[src/rtl/height_capture_ctrl.sv]
// height_capture_ctrl: presence detector with hysteresis, hold-window timer,
// last/minimum capture, newest-first capture history and save indicator.
// Sits between the echo-to-inches converter and the display/history readers.
module height_capture_ctrl #(
   parameter int unsigned WIDTH         = 8,
   parameter int unsigned DEPTH         = 10,
   parameter int unsigned ENTER_THRESH  = 10,
   parameter int unsigned EXIT_THRESH   = 12,
   parameter int unsigned HOLD_TICKS    = 36_000_000,
   parameter int unsigned LEAVE_SAMPLES = 4,
   parameter int unsigned FLASH_TICKS   = 3_000_000
) (
   input  logic                         clk,
   input  logic                         reset,
   input  logic                         sample_valid,
   input  logic [WIDTH-1:0]             inches_live,
   input  logic                         mode,
   input  logic                         clear_hist,
   input  logic [$clog2(DEPTH)-1:0]     rd_idx,
   output logic [WIDTH-1:0]             rd_data,
   output logic [$clog2(DEPTH+1)-1:0]   hist_count,
   output logic [WIDTH-1:0]             display_value,
   output logic [1:0]                   state_out,
   output logic                         save_pulse,
   output logic                         abort_pulse,
   output logic                         led_save
);

   localparam int unsigned IDX_W   = $clog2(DEPTH);
   localparam int unsigned CNT_W   = $clog2(DEPTH + 1);
   localparam int unsigned HOLD_W  = (HOLD_TICKS > 1) ? $clog2(HOLD_TICKS) : 1;
   localparam int unsigned LEAVE_W = $clog2(LEAVE_SAMPLES + 1);
   localparam int unsigned FLASH_W = (FLASH_TICKS > 0) ? $clog2(FLASH_TICKS + 1) : 1;

   typedef enum logic [1:0] {
      IDLE    = 2'd0,
      TIMING  = 2'd1,
      LATCHED = 2'd2
   } state_t;

   state_t               state;
   state_t               state_n;

   logic [WIDTH-1:0]     live_reg;
   logic [WIDTH-1:0]     live_n;
   logic [WIDTH-1:0]     cap;
   logic [WIDTH-1:0]     cap_n;
   logic [HOLD_W-1:0]    hold_cnt;
   logic [HOLD_W-1:0]    hold_n;
   logic [LEAVE_W-1:0]   leave_cnt;
   logic [LEAVE_W-1:0]   leave_n;
   logic [FLASH_W-1:0]   flash_cnt;
   logic [FLASH_W-1:0]   flash_n;

   logic [WIDTH-1:0]     hist   [DEPTH];
   logic [WIDTH-1:0]     hist_n [DEPTH];
   logic [CNT_W-1:0]     count_n;
   logic [WIDTH-1:0]     rd_n;
   logic [WIDTH-1:0]     display_n;

   logic                 present_c;
   logic                 below_exit_c;
   logic                 absent_c;
   logic                 departed_c;
   logic                 hold_done_c;
   logic                 capture_c;
   logic                 abort_c;

   // Sample classification against the hysteresis thresholds
   always_comb begin
      present_c    = sample_valid && (32'(inches_live) < ENTER_THRESH);
      below_exit_c = sample_valid && (32'(inches_live) < EXIT_THRESH);
      absent_c     = sample_valid && !below_exit_c;
      departed_c   = absent_c && (leave_cnt == LEAVE_W'(LEAVE_SAMPLES - 1));
      hold_done_c  = (hold_cnt == HOLD_W'(HOLD_TICKS - 1));
   end

   // FSM state register
   always_ff @(posedge clk or posedge reset) begin
      if (reset) begin
         state <= IDLE;
      end else begin
         state <= state_n;
      end
   end

   // FSM next state; departure beats the final hold cycle
   always_comb begin
      state_n   = state;
      capture_c = 1'b0;
      abort_c   = 1'b0;
      case (state)
         IDLE: begin
            if (present_c) begin
               state_n = TIMING;
            end
         end
         TIMING: begin
            if (departed_c) begin
               state_n = IDLE;
               abort_c = 1'b1;
            end else if (hold_done_c) begin
               state_n   = LATCHED;
               capture_c = 1'b1;
            end
         end
         LATCHED: begin
            if (departed_c) begin
               state_n = IDLE;
            end
         end
         default: begin
            state_n = IDLE;
         end
      endcase
   end

   // Live value, departure counter, hold timer and capture value
   always_comb begin
      live_n  = live_reg;
      leave_n = leave_cnt;
      hold_n  = '0;
      cap_n   = cap;

      if (sample_valid) begin
         live_n = inches_live;
      end

      if (state_n != state) begin
         leave_n = '0;
      end else if (absent_c) begin
         if (leave_cnt != LEAVE_W'(LEAVE_SAMPLES)) begin
            leave_n = leave_cnt + LEAVE_W'(1);
         end
      end else if (sample_valid) begin
         leave_n = '0;
      end

      // The counter only runs while staying in TIMING, so it never wraps
      if ((state == TIMING) && (state_n == TIMING)) begin
         hold_n = hold_cnt + HOLD_W'(1);
      end

      case (state)
         IDLE: begin
            if (present_c) begin
               cap_n = inches_live;
            end
         end
         TIMING: begin
            if (below_exit_c) begin
               if (!mode || (inches_live < cap)) begin
                  cap_n = inches_live;
               end
            end
         end
         default: begin
            cap_n = cap;
         end
      endcase
   end

   // Save indicator countdown; a new capture reloads it
   always_comb begin
      flash_n = flash_cnt;
      if (capture_c) begin
         flash_n = FLASH_W'(FLASH_TICKS);
      end else if (flash_cnt != '0) begin
         flash_n = flash_cnt - FLASH_W'(1);
      end
   end

   // History update: clear is applied before a same-edge capture write
   always_comb begin
      hist_n  = hist;
      count_n = hist_count;
      if (clear_hist) begin
         hist_n  = '{default: '0};
         count_n = '0;
      end
      if (capture_c) begin
         for (int unsigned i = DEPTH - 1; i > 0; i--) begin
            hist_n[IDX_W'(i)] = hist_n[IDX_W'(i - 1)];
         end
         hist_n[0] = cap_n;
         if (count_n != CNT_W'(DEPTH)) begin
            count_n = count_n + CNT_W'(1);
         end
      end
   end

   // Read port and display selection
   always_comb begin
      rd_n = '0;
      if (CNT_W'(rd_idx) < hist_count) begin
         rd_n = hist[rd_idx];
      end
      display_n = (state_n == LATCHED) ? cap_n : live_n;
   end

   // Datapath and output registers
   always_ff @(posedge clk or posedge reset) begin
      if (reset) begin
         live_reg      <= '0;
         cap           <= '0;
         hold_cnt      <= '0;
         leave_cnt     <= '0;
         flash_cnt     <= '0;
         hist          <= '{default: '0};
         hist_count    <= '0;
         rd_data       <= '0;
         display_value <= '0;
         save_pulse    <= 1'b0;
         abort_pulse   <= 1'b0;
         led_save      <= 1'b0;
      end else begin
         live_reg      <= live_n;
         cap           <= cap_n;
         hold_cnt      <= hold_n;
         leave_cnt     <= leave_n;
         flash_cnt     <= flash_n;
         hist          <= hist_n;
         hist_count    <= count_n;
         rd_data       <= rd_n;
         display_value <= display_n;
         save_pulse    <= capture_c;
         abort_pulse   <= abort_c;
         led_save      <= (flash_n != '0);
      end
   end

   assign state_out = state;

endmodule

[config.mk]
export PLATFORM = sky130hd
export DESIGN_NAME = height_capture_ctrl
export DESIGN_NICKNAME = d
export VERILOG_FILES = /design/src/rtl/height_capture_ctrl.sv
export SDC_FILE = /design/constraint.sdc
export NUM_CORES = 1
export LEC_CHECK = 0
export CAP_MARGIN = 5
export CORE_MARGIN = 3
export CORE_UTILIZATION = 41
export CTS_BUF_LIST = sky130_fd_sc_hd__clkbuf_8 sky130_fd_sc_hd__clkbuf_16
export DETAILED_ROUTE_END_ITERATION = 10
export DONT_BUFFER_PORTS = 1
export PLACE_DENSITY_LB_ADDON = 0.3
export RECOVER_POWER = 25
export SLEW_MARGIN = 10
export SYNTH_ARGS = -nofsm -noshare
export SYNTH_HDL_FRONTEND = slang
export SYNTH_SLANG_ARGS = --single-unit
[constraint.sdc]
create_clock -name clk -period 13.8 [get_ports clk]
set_clock_uncertainty 0.2 [all_clocks]
set_input_delay 2.76 -clock clk [delete_from_list [all_inputs] [get_ports clk]]
set_output_delay 2.76 -clock clk [all_outputs]
set_load 0.01 [all_outputs]
Metal 1:
Bar = 50 µm. Cells faint in the background.
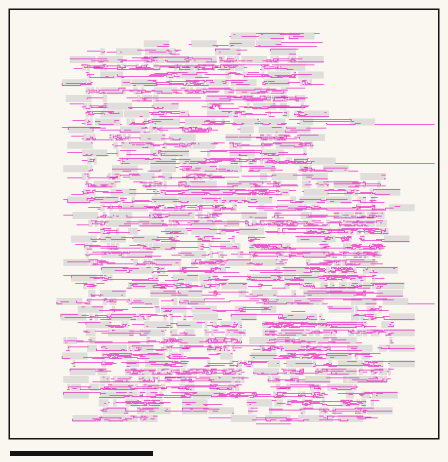
The wires run mostly horizontal. The layer carries 8420 µm of wire. 820 nets have wire on it.
via count: 6083
met1 Usage GRT: 0.235
Detailed Route WL: 18.1 mm

Signal wires on met2:
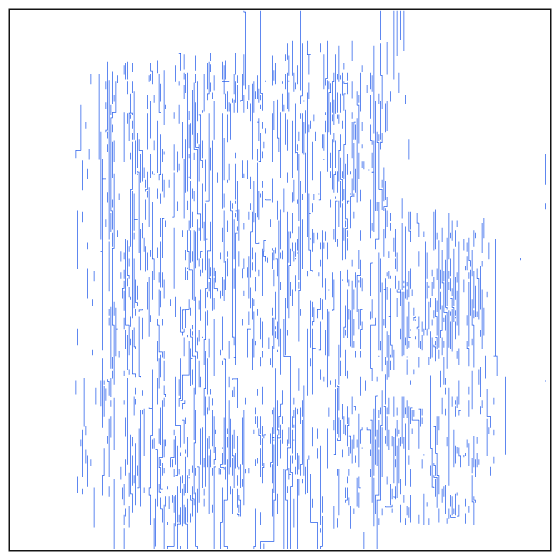
695 nets have wire on it. The wires run mostly vertical. The layer carries 8580 µm of wire. The layer holds 47% of the routed length.

M3 wires:
Bar = 50 µm.
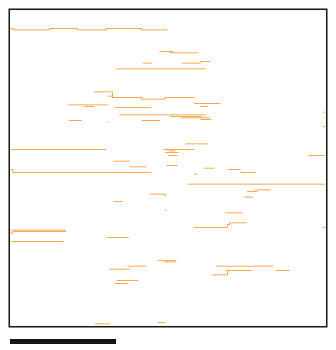
40 nets have wire on it. The layer holds 4.8% of the routed length. The wires run mostly horizontal. The longest straight run is 65.1 µm.
met3 Use GR: 0.0453

==> impl_metrics.py <==
# Generated from Yosys and OpenROAD reports
metrics = {
    "worst_hold_path": {
        "holdPathStages": 2,
        "hold_path_class": "reg2reg",
        "hold_start": "live_reg[2]",
    },
    "place": {
        "place_ws_ns": 8.20,
        "dp.cells": 1095,
        "dp_hpwl_mm": 11.4,
        "io_buffers": 0,
        "gpl.final_weighted_congestion": 0.839,
    },
    "grt": {
        "first_global_vias": 5896,
        "antenna_found_initial": 0,
        "grt_use_total": 0.170,
        "grt_start_max_net_pins": 99,
        "grt_pass1_wl_mm": 30.2,
        "grt_overflow_total": 0,
    },
    "sta": {
        "hold_ws_ns": 0.275,
        "setup-violations-final": 0,
        "slew_viol_final": 95,
        "setup_ws_ns": 7.88,
        "tightest_slew_ns": 4.11,
        "finalCritPeriodShare": 0.429,
        "fin_tns_setup_ns": 0,
        "period_minus_slack_ns": 5.92,
        "relSlewSlack": -1.75,
        "rsz0062_at_grt": "no",
        "hold_viol": 0,
        "fmax_mhz": 169,
    },
    "drt": {
        "drc_errors": 0,
        "highest_layer": "met4",
        "routedWlPerCell_um": 16.1,
        "viasPerCell": 5.42,
        "postRouteAntennaNets": 0,
        "wl_met3_um": 878,
        "first_pass_iters": 5,
        "drt-met1-wl_mm": 8.42,
        "drt-initial-drc-count": 494,
        "wl_met2_mm": 8.58,
    },
    "logic_synthesis": {
        "largest_area_cell": "dfrtp_1",
        "flop_cell": "dfrtp_1",
        "syn_area_per_cell_um2": 9.64,
        "syn_nets": 906,
        "syn_area_mm2": 0.00840,
        "synth_stat.cells": 872,
        "yosys-top-cells-count": "180 x nand2_1, 172 x dfrtp_1, 102 x a21oi_1",
        "synth_cell_types": 52,
        "synthCells": 872,
        "yosysTopAreaCellShare": 0.512,
        "top_cells_by_area": "dfrtp_1 51%, nand2_1 8.0%, a21oi_1 6.1%, mux4_2 4.3%, mux2i_1 3.1%",
        "ys.flops": 172,
        "yosysMostFrequentCell": "nand2_1",
        "ys_seq_share": 0.512,
        "ys_area_mm2": 0.00840,
        "ys_warn_count": 0,
        "synthArstFlopShare": 1.00,
        "edf_count": 0,
    },
    "final_layout": {
        "num_antenna_cells": 0,
        "largest_reg_flops": 80,
        "top_regs": "hist: 80 flops, hold_cnt: 26 flops, flash_cnt: 22 flops",
        "final_layout_size_suffix_gt1_frac": 0.0793,
        "final_nets": 883,
        "top_register": "hist",
        "layout_top_cells": "180 x nand2_1, 172 x dfrtp_1, 102 x a21oi_1",
        "lay_top_count": "nand2_1",
        "fill_cells": 1886,
        "final_cells": 1123,
        "area_delta_synth_final_pct": 8.41,
    },
    "cts": {
        "cts_max_level": 4,
        "clockBufferDepth": 2,
        "tritoncts": "done",
        "clock.latency.late_pin_ns": 0.43,
        "hold_buffers": 0,
        "clkTransAtPathRegs_ns": 0.07,
        "cts_inserted_buffers": 17,
        "postCtsSetupBuffers": 0,
        "cts_sinks": 172,
        "postCtsResizedCells": 0,
        "cts_root_buffer": "clkbuf_16",
    },
    "status": {
        "failed_checks": "capacitance limit, slew limit",
        "status": "finished with violations",
    },
    "power_and_ir_drop": {
        "leakage_nw": 3.75,
        "powerDensity_mw_per_mm2": 116,
        "intPower_w": 0.000799,
        "p_switching_w": 0.000258,
        "vdd_drop_max_mv": 0.0582,
        "pwr-share-clk": 0.416,
        "power_frac_seq": 0.506,
        "p_comb_frac": 0.078,
        "swShare": 0.244,
    },
    "worst_setup_path": {
        "reg2reg_depth": 8,
        "crit_path_start_kind": "input port",
        "cp_num_buf_inv": 2,
        "startpoint": "reset",
        "worst-path-max-fanout": 94,
        "cp_cell_sequence": "clkinvlp_2 > buf_4",
        "critical_path.top_delay_family": "buffers and inverters",
        "slowest_stage": "clkinvlp_2",
        "worstSetupPathType": "in2async",
        "r2r-start": "leave_cnt[0]",
        "max_stage_delay_ns": 2.23,
        "critical_path_required_ns": 14.00,
        "crit_path_end_kind": "asynchronous set/reset pin",
        "critPathArrivalTime_ns": 6.12,
        "worst-path-stages": 2,
    },
    "floorplan": {
        "ios": 42,
        "die_height_um": 149,
        "chipArea_mm2": 0.0222,
        "die_w_um": 149,
        "rows": 51,
        "core_mm2": 0.0198,
        "initial_core_util": 0.425,
    },
    "flow_run": {
        "warnings": 28,
        "cap_violations": 1,
    },
}
## layout make-up
cell class	count	area, µm²	share of cell area
Sequential cell	172	4300	0.473
Multi-Input combinational cell	621	3800	0.417
Clock buffer	19	453	0.0497
Tap cell	265	332	0.0364
Inverter	35	133	0.0146
Clock inverter	9	76.3	0.00838
Timing Repair Buffer	2	15.0	0.00165
## path summary, 6_finish.rpt
kind	slack [ns]	endpoint
min in group asynchronous	3.23	hold_cnt[16]
min	0.28	live_reg[2]
max reg2reg	10.42	led_save
max in group clk	8.64	led_save
max	7.88	hist[67]
min reg2reg	0.28	live_reg[2]
## per-layer routing
layer  up-vias  GRT usage
met3        17     0.0453
met5         -          0
met1      3005      0.235
li1       2947          -
met4         0     0.0490
met2       114      0.264
## cells by family (layout without fill, tap and decap cells)
family	count (synthesis)	in the layout	share of synthesized area
simple gates	360	360	0.201
compound gates	164	164	0.109
xor+xnor	31	31	0.0323
buf+inv	79	65	0.0371
flops	172	172	0.512
mux	49	49	0.0832
fa+ha+maj	17	17	0.0253
## power by group through the flow
stage / Sequential (W) / Clock (W) / Combinational (W)
finish: 0.000535 / 0.000440 / 0.0000822
global route: 0.000537 / 0.000474 / 0.0000945
CTS: 0.000535 / 0.000450 / 0.0000845
detailed placement: 0.000544 / 0 / 0.0000841
global placement: 0.000543 / 0 / 0.0000829
floorplan: 0.000540 / 0 / 0.0000718
## metrics by stage
stage | utilization | total power, W | cell area (µm²)
floorplan | - | 0.000612 | 8400
global placement | 0.434 | 0.000626 | 8580
detailed placement | 0.434 | 0.000628 | 8580
CTS | 0.461 | 0.00107 | 9110
global route | 0.460 | 0.00110 | 9110
finish | 0.460 | 0.00106 | 9110
Power figures rest on the tool's default switching activity, not on a simulated workload.
